### config.mk
export PLATFORM = sky130hd
export DESIGN_NAME = pa_clic_arb
export DESIGN_NICKNAME = d
export VERILOG_FILES = /design/src/rtl/pa_clic_arb.sv
export SDC_FILE = /design/constraint.sdc
export NUM_CORES = 1
export LEC_CHECK = 0
export CORE_MARGIN = 1
export CORE_UTILIZATION = 45
export DETAILED_ROUTE_END_ITERATION = 8
export GPL_TIMING_DRIVEN = 0
export PLACE_DENSITY = 0.8
export SLEW_MARGIN = 25
export SYNTH_ARGS = -nofsm -noshare
export SYNTH_HDL_FRONTEND = slang
export SYNTH_SLANG_ARGS = --single-unit
### constraint.sdc
create_clock -name clic_clk -period 22.2 [get_ports clic_clk]
set_clock_uncertainty 0.15 [all_clocks]
set_input_delay 2.22 -clock clic_clk [delete_from_list [all_inputs] [get_ports clic_clk]]
set_output_delay 2.22 -clock clic_clk [all_outputs]
set_load 0.005 [all_outputs]
### src/rtl/pa_clic_arb.sv
// pa_clic_arb: CLIC interrupt arbiter.
// Stage 1 picks the highest-ranked requesting kid. On equal ranks the lowest
// index wins. The pick is registered as the candidate every cycle.
// Stage 2 filters the candidate against the global enable and the threshold.
// It presents the winner to the CPU through a valid/ack handshake. When the
// CPU accepts, the winning kid gets a one-cycle ack pulse, followed by one
// blackout cycle so the kid's cleared pending can reach the candidate.

// Per-kid sort key: {req, rank masked by req}.
// A requesting kid with rank 0 still beats any idle kid.
module pa_clic_arb_kid #(
  parameter int W = 4
) (
  input  logic         req,
  input  logic [W-1:0] rank,
  output logic [W:0]   key
);
  assign key = {req, rank & {W{req}}};
endmodule

module pa_clic_arb #(
  parameter int INT_NUM        = 16,
  parameter int ID_WIDTH       = 4,
  parameter int CLICINTCTLBITS = 3
) (
  input  logic                      clic_clk,
  input  logic                      cpurst,
  input  logic [INT_NUM-1:0]        kid_arb_int_req,
  input  logic [INT_NUM*(CLICINTCTLBITS+1)-1:0] kid_arb_int_all,
  input  logic [INT_NUM-1:0]        kid_arb_int_hv,
  input  logic                      ctrl_arb_int_en,
  input  logic [7:0]                ctrl_arb_thresh,
  input  logic                      cpu_clic_int_ack,
  output logic                      clic_cpu_int_vld,
  output logic [ID_WIDTH-1:0]       clic_cpu_int_id,
  output logic [7:0]                clic_cpu_int_il,
  output logic                      clic_cpu_int_hv,
  output logic [INT_NUM-1:0]        arb_kid_ack_int
);
  localparam int W  = CLICINTCTLBITS + 1;
  localparam int KW = W + 1;

  localparam logic [1:0] IDLE    = 2'd0;
  localparam logic [1:0] PRESENT = 2'd1;
  localparam logic [1:0] ACK     = 2'd2;
  localparam logic [1:0] DRAIN   = 2'd3;

  // ---------------- stage 1: select ----------------
  logic [INT_NUM-1:0][KW-1:0] kid_key;

  for (genvar gi = 0; gi < INT_NUM; gi++) begin : g_kid
    pa_clic_arb_kid #(.W(W)) u_kid (
      .req  (kid_arb_int_req[gi]),
      .rank (kid_arb_int_all[gi*W +: W]),
      .key  (kid_key[gi])
    );
  end

  logic [KW-1:0]       best_key;
  logic [ID_WIDTH-1:0] best_id;
  logic                best_hv;

  // Linear max search. A strict compare keeps the lowest index on ties.
  always_comb begin
    best_key = '0;
    best_id  = '0;
    best_hv  = 1'b0;
    for (int i = 0; i < INT_NUM; i++) begin
      if (kid_key[i] > best_key) begin
        best_key = kid_key[i];
        best_id  = ID_WIDTH'(i);
        best_hv  = kid_arb_int_hv[i];
      end
    end
  end

  // Only the level bits of the rank are kept. The mode bit matters for
  // ordering, which is already resolved above.
  logic                      cand_vld;
  logic [ID_WIDTH-1:0]       cand_id;
  logic [CLICINTCTLBITS-1:0] cand_rank;
  logic                      cand_hv;

  // Candidate register: follows the search result every cycle.
  always_ff @(posedge clic_clk) begin
    if (cpurst) begin
      cand_vld  <= 1'b0;
      cand_id   <= '0;
      cand_rank <= '0;
      cand_hv   <= 1'b0;
    end else begin
      cand_vld  <= best_key[KW-1];
      cand_id   <= best_id;
      cand_rank <= best_key[CLICINTCTLBITS-1:0];
      cand_hv   <= best_hv;
    end
  end

  // ---------------- level and eligibility ----------------
  logic [7:0] cand_prio8;
  logic [7:0] cand_il;
  logic       elig;

  // Level = implemented priority bits left-justified, with the unimplemented
  // low bits filled with ones.
  always_comb begin
    cand_prio8 = 8'(cand_rank);
    cand_il    = (cand_prio8 << (8 - CLICINTCTLBITS)) | (8'hFF >> CLICINTCTLBITS);
  end

  assign elig = cand_vld && ctrl_arb_int_en && (cand_il > ctrl_arb_thresh);

  // ---------------- stage 2: handshake FSM ----------------
  logic [1:0] state, state_nxt;
  logic       load;

  // Next-state logic. A CPU ack wins over withdrawal and preemption.
  always_comb begin
    state_nxt = state;
    load      = 1'b0;
    case (state)
      IDLE: begin
        if (elig) begin
          load      = 1'b1;
          state_nxt = PRESENT;
        end
      end
      PRESENT: begin
        if (cpu_clic_int_ack)              state_nxt = ACK;
        else if (!elig)                    state_nxt = IDLE;
        else if (cand_id != clic_cpu_int_id) load    = 1'b1;
      end
      ACK:     state_nxt = DRAIN;
      DRAIN:   state_nxt = IDLE;
      default: state_nxt = IDLE;
    endcase
  end

  // State register.
  always_ff @(posedge clic_clk) begin
    if (cpurst) state <= IDLE;
    else        state <= state_nxt;
  end

  // Presented-interrupt registers. They change only on a load, so they hold
  // through ACK and DRAIN and the ack decode sees the accepted ID.
  always_ff @(posedge clic_clk) begin
    if (cpurst) begin
      clic_cpu_int_id <= '0;
      clic_cpu_int_il <= 8'h00;
      clic_cpu_int_hv <= 1'b0;
    end else if (load) begin
      clic_cpu_int_id <= cand_id;
      clic_cpu_int_il <= cand_il;
      clic_cpu_int_hv <= cand_hv;
    end
  end

  assign clic_cpu_int_vld = (state == PRESENT);

  // One-hot ack to the accepted kid for the single ACK cycle.
  // A reset in that cycle cancels the pulse.
  always_comb begin
    arb_kid_ack_int = '0;
    for (int i = 0; i < INT_NUM; i++)
      arb_kid_ack_int[i] = (state == ACK) && !cpurst && (clic_cpu_int_id == ID_WIDTH'(i));
  end
endmodule

Clock wiring as the flow saved it:
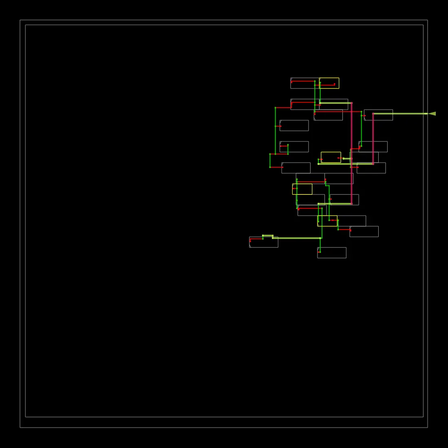
# clk buffers: 4

Placement by cell class:
Drawn at 4 px/um. Fill, decap, tap and diode cells in grey.
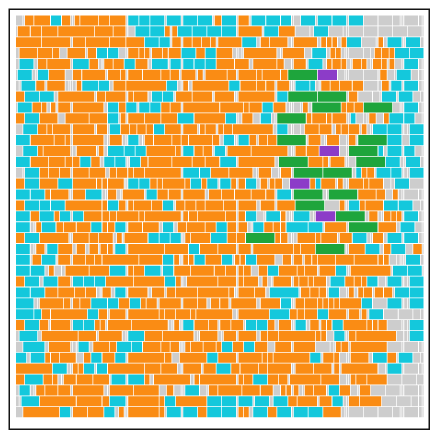
legend:
  clock drivers and dummy loads:
    colour: purple
    cells: 4
    share_of_their_area: 0.63%
  other buffers and delay cells:
    colour: cyan
    cells: 277
    share_of_their_area: 29%
  all other logic:
    colour: orange
    cells: 626
    share_of_their_area: 66%
  flip-flops:
    colour: green
    cells: 20
    share_of_their_area: 4.6%
core area: 10,300 sq um
post-layout util: 86.6%
fin area: 8900 sq um
row cnt: 37
sequential cell area share: 4.50%

Cell area per tile:
Drawn at 3 px/um. 10 x 10 tiles, from black (low) to pale yellow (high), 0 to 100% covered.
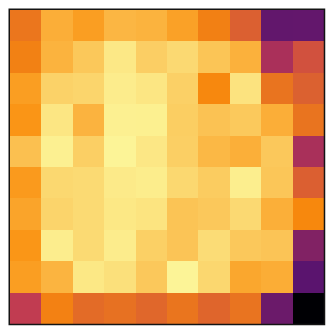
fullest tile: 98%
nearly empty tiles: 1.0%
tiles over 75% full: 73%
mean over tiles: 80%
fp util: 46.1%

Routed clock nets over the placement:
Drawn at 6 px/um.
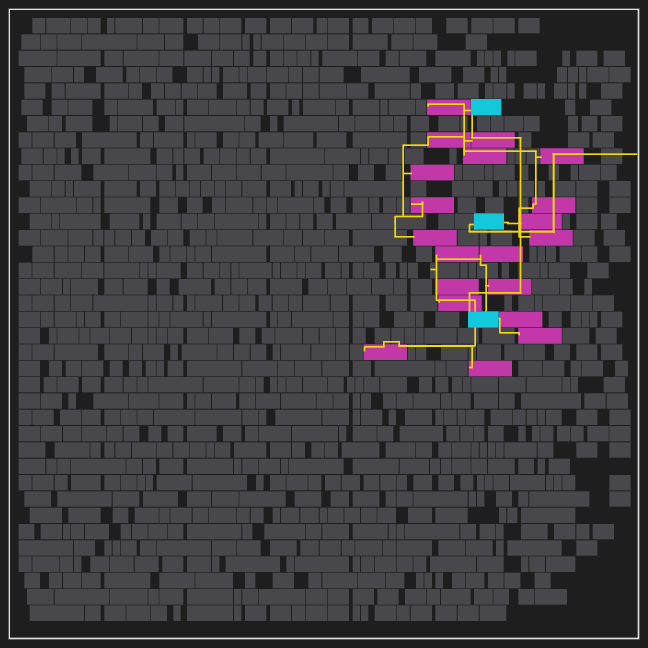
legend:
  clock wires:
    colour: yellow
    length: 268 um
  cells driving clock nets:
    colour: cyan
    count: 3
  flip-flops:
    colour: magenta
    count: 20
routed clock nets: 4
Latency at later pin: 270 ps

Zoomed window:
Window x 40 to 65, y 40 to 65 um. Cells in grey, sequential cells in the stronger grey; small squares are vias.
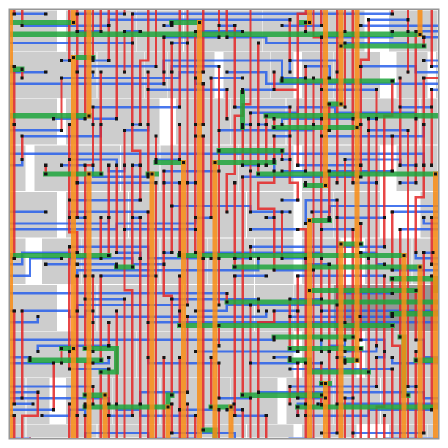
legend:
  met2:
    colour: red
  met3:
    colour: green
  met1:
    colour: blue
  met4:
    colour: orange
netlist names of flops here include: `clic_cpu_int_hv` (1)
cells with their middle in the window: 64
most frequent: buf_4 (13), ha_1 (6), nand2_1 (5)
sequential cells in the window: 1

routing by layer:
metal,vias up,share of wire (%),track usage (%),routed length (um)
li1,2994,-,-,-
met5,-,0,0,0
met4,0,9.0,12.4,2270
met2,680,47,55.4,11700
met3,262,9.9,3.06,2480
met1,3280,34,32.6,8670
cells by family after synthesis:
logic type | Yosys count | share of synthesized area (%)
simple gates | 279 | 29.4
compound gates | 214 | 32.5
fa+ha+maj | 78 | 20.6
buf+inv | 48 | 4.36
flops | 20 | 8.45
mux | 18 | 3.93
xor+xnor | 4 | 0.739
what timing repair did:
| item | 4_1_cts | 5_1_grt |
|---|---|---|
| setup buffers | 64 | 60 |
| hold buffers | 0 | 0 |
| endpoints found under the setup margin | 9 | 9 |
| pin swaps | 45 | 131 |
| resized | 128 | 212 |
| gates cloned | 1 | 1 |
layout make-up:
class	instances	area share, %
timing repair buffer	262	26.8
multi-input combinational	594	63.5
tap	136	1.91
sequential	20	4.50
buffer	15	1.34
clock buffer	4	0.619
inverter	32	1.35
cells in the final DEF (no fill, tap or decap), types with 6 or more instances in the layout:
cell type	n
clkdlybuf4s50_1	129
buf_4	116
nand2_1	56
nor2_1	49
ha_1	46
and2_1	40
inv_1	27
ha_4	27
a21oi_1	26
dfxtp_1	20
nand2_2	18
buf_6	16
o21ai_4	15
o21a_1	14
and3_4	13
a21oi_2	12
a21o_1	11
a31oi_1	11
o21ai_1	10
nor2_4	10
mux2i_1	10
o21ai_2	9
a21oi_4	9
nor2b_4	9
nor2_2	9
o21ai_0	9
a31oi_4	8
nand3_1	7
nor2b_1	6
o211ai_1	6
and2_4	6
nand4_1	6
nor3_1	6
path summary, 6_finish.rpt:
kind                 startpoint            endpoint  slack [ps]
max reg2reg  clic_cpu_int_id[2]     clic_cpu_int_hv       19770
max          kid_arb_int_req[1]        cand_rank[0]       -1010
min          clic_cpu_int_il[7]  clic_cpu_int_il[7]         370
min reg2reg  clic_cpu_int_il[7]  clic_cpu_int_il[7]         370
per-stage QoR:
stage,instances,utilization [%]
2_1_floorplan,661,-
3_3_place_gp,934,61.4
3_5_place_dp,934,61.4
4_1_cts,1003,71.9
5_1_grt,1063,86.6
6_report,1063,86.6
critical path, delay by kind of cell:
family | cells | cell delay [ps]
AND-OR/OR-AND | 50 | 9380
adder cells (fa/ha/maj) | 15 | 3970
buffers and inverters | 15 | 2100
multiplexers | 2 | 510
AND/OR/NAND/NOR | 31 | 4960
registers in the layout (all words and copies together) (netlist names), named ones only:
register and flops:
cand_id 4, clic_cpu_int_id 4, clic_cpu_int_il 4, cand_rank 3, cand_hv 1, cand_vld 1, clic_cpu_int_hv 1, state 1
==> qor.csv <==
stage,metric,value,unit
status,outcome,"complete, but fails checks",
status,failing checks,setup timing,
sta,Slew headroom,54.7,%
sta,fin worst setup slack,-1010,ps
cells_and_area,FF/Latch Area,400,sq um
hold_path,hold path depth,2,
cells_and_area,share of cells above drive strength 1,40.5,%
routing,routed vias,7216,
logic_synthesis,Flops after synth,20,
worst_setup_path,reg2reg path depth,8,
routing,initial DRC count,656,
logic_synthesis,Netlist cell types,79,
hold_path,HP Class,flip-flop to flip-flop,
clock_network,CTS Buf Count,3,
worst_setup_path,Crit path top cell by count,ha_4,
clock_network,root buffer cell,clkbuf_8,
run,Max-Cap Viols,0,
routing,vias per inst,6.79,
global_route,gr usage total,29.2,%
logic_synthesis,post-synth top area cell,ha_1,
logic_synthesis,Area leader share,20.6,%
run,Tool Warnings,27,
worst_setup_path,element type at the critical path start,input pin,
routing,DR pass1 iterations,5,
global_route,initial antenna violation count,0,
clock_network,CTS sink count,20,
sta,final setup violation count,9,
sta,setup TNS,-7450,ps
clock_network,clk slew on worst S/H paths,80,ps
sta,Hold Worst Slack,365,ps
clock_network,H-Tree Depth,1,
clock_network,CTS Buffer Depth,2,
clock_network,CTS tree,done,
cells_and_area,Final Net Count,1114,
global_route,vias in the first global route,6125,
sta,fin crit share,105,%
worst_setup_path,slowest CP cell,nor3_1,
place,RePlAce Congestion,0.874,
logic_synthesis,sequential share of the synthesized area,8.45,%
logic_synthesis,Synth Area per Inst,7.17,sq um
place,Placed Area,6310,sq um
logic_synthesis,"Net Count, Synth",847,
sta,Tmin final,23210,ps
logic_synthesis,Syn Inst Count,661,
global_route,largest net degree at the start of global routing,12,
worst_setup_path,crit path DRT,22210,ps
place,DP HPWL,12.2,mm
sta,RSZ-0062 raised after global routing,true,
floorplan,die height,105,um
floorplan,Ports,138,
worst_setup_path,Crit path arrival time,23220,ps
worst_setup_path,critical path class,input pin to flip-flop,
cells_and_area,Antenna Cells,0,
sta,Least-Margin Pin Slew,675,ps
logic_synthesis,"top cells, area","ha_1 (21%), dfxtp_1 (8.4%), nand2_1 (6.1%)",
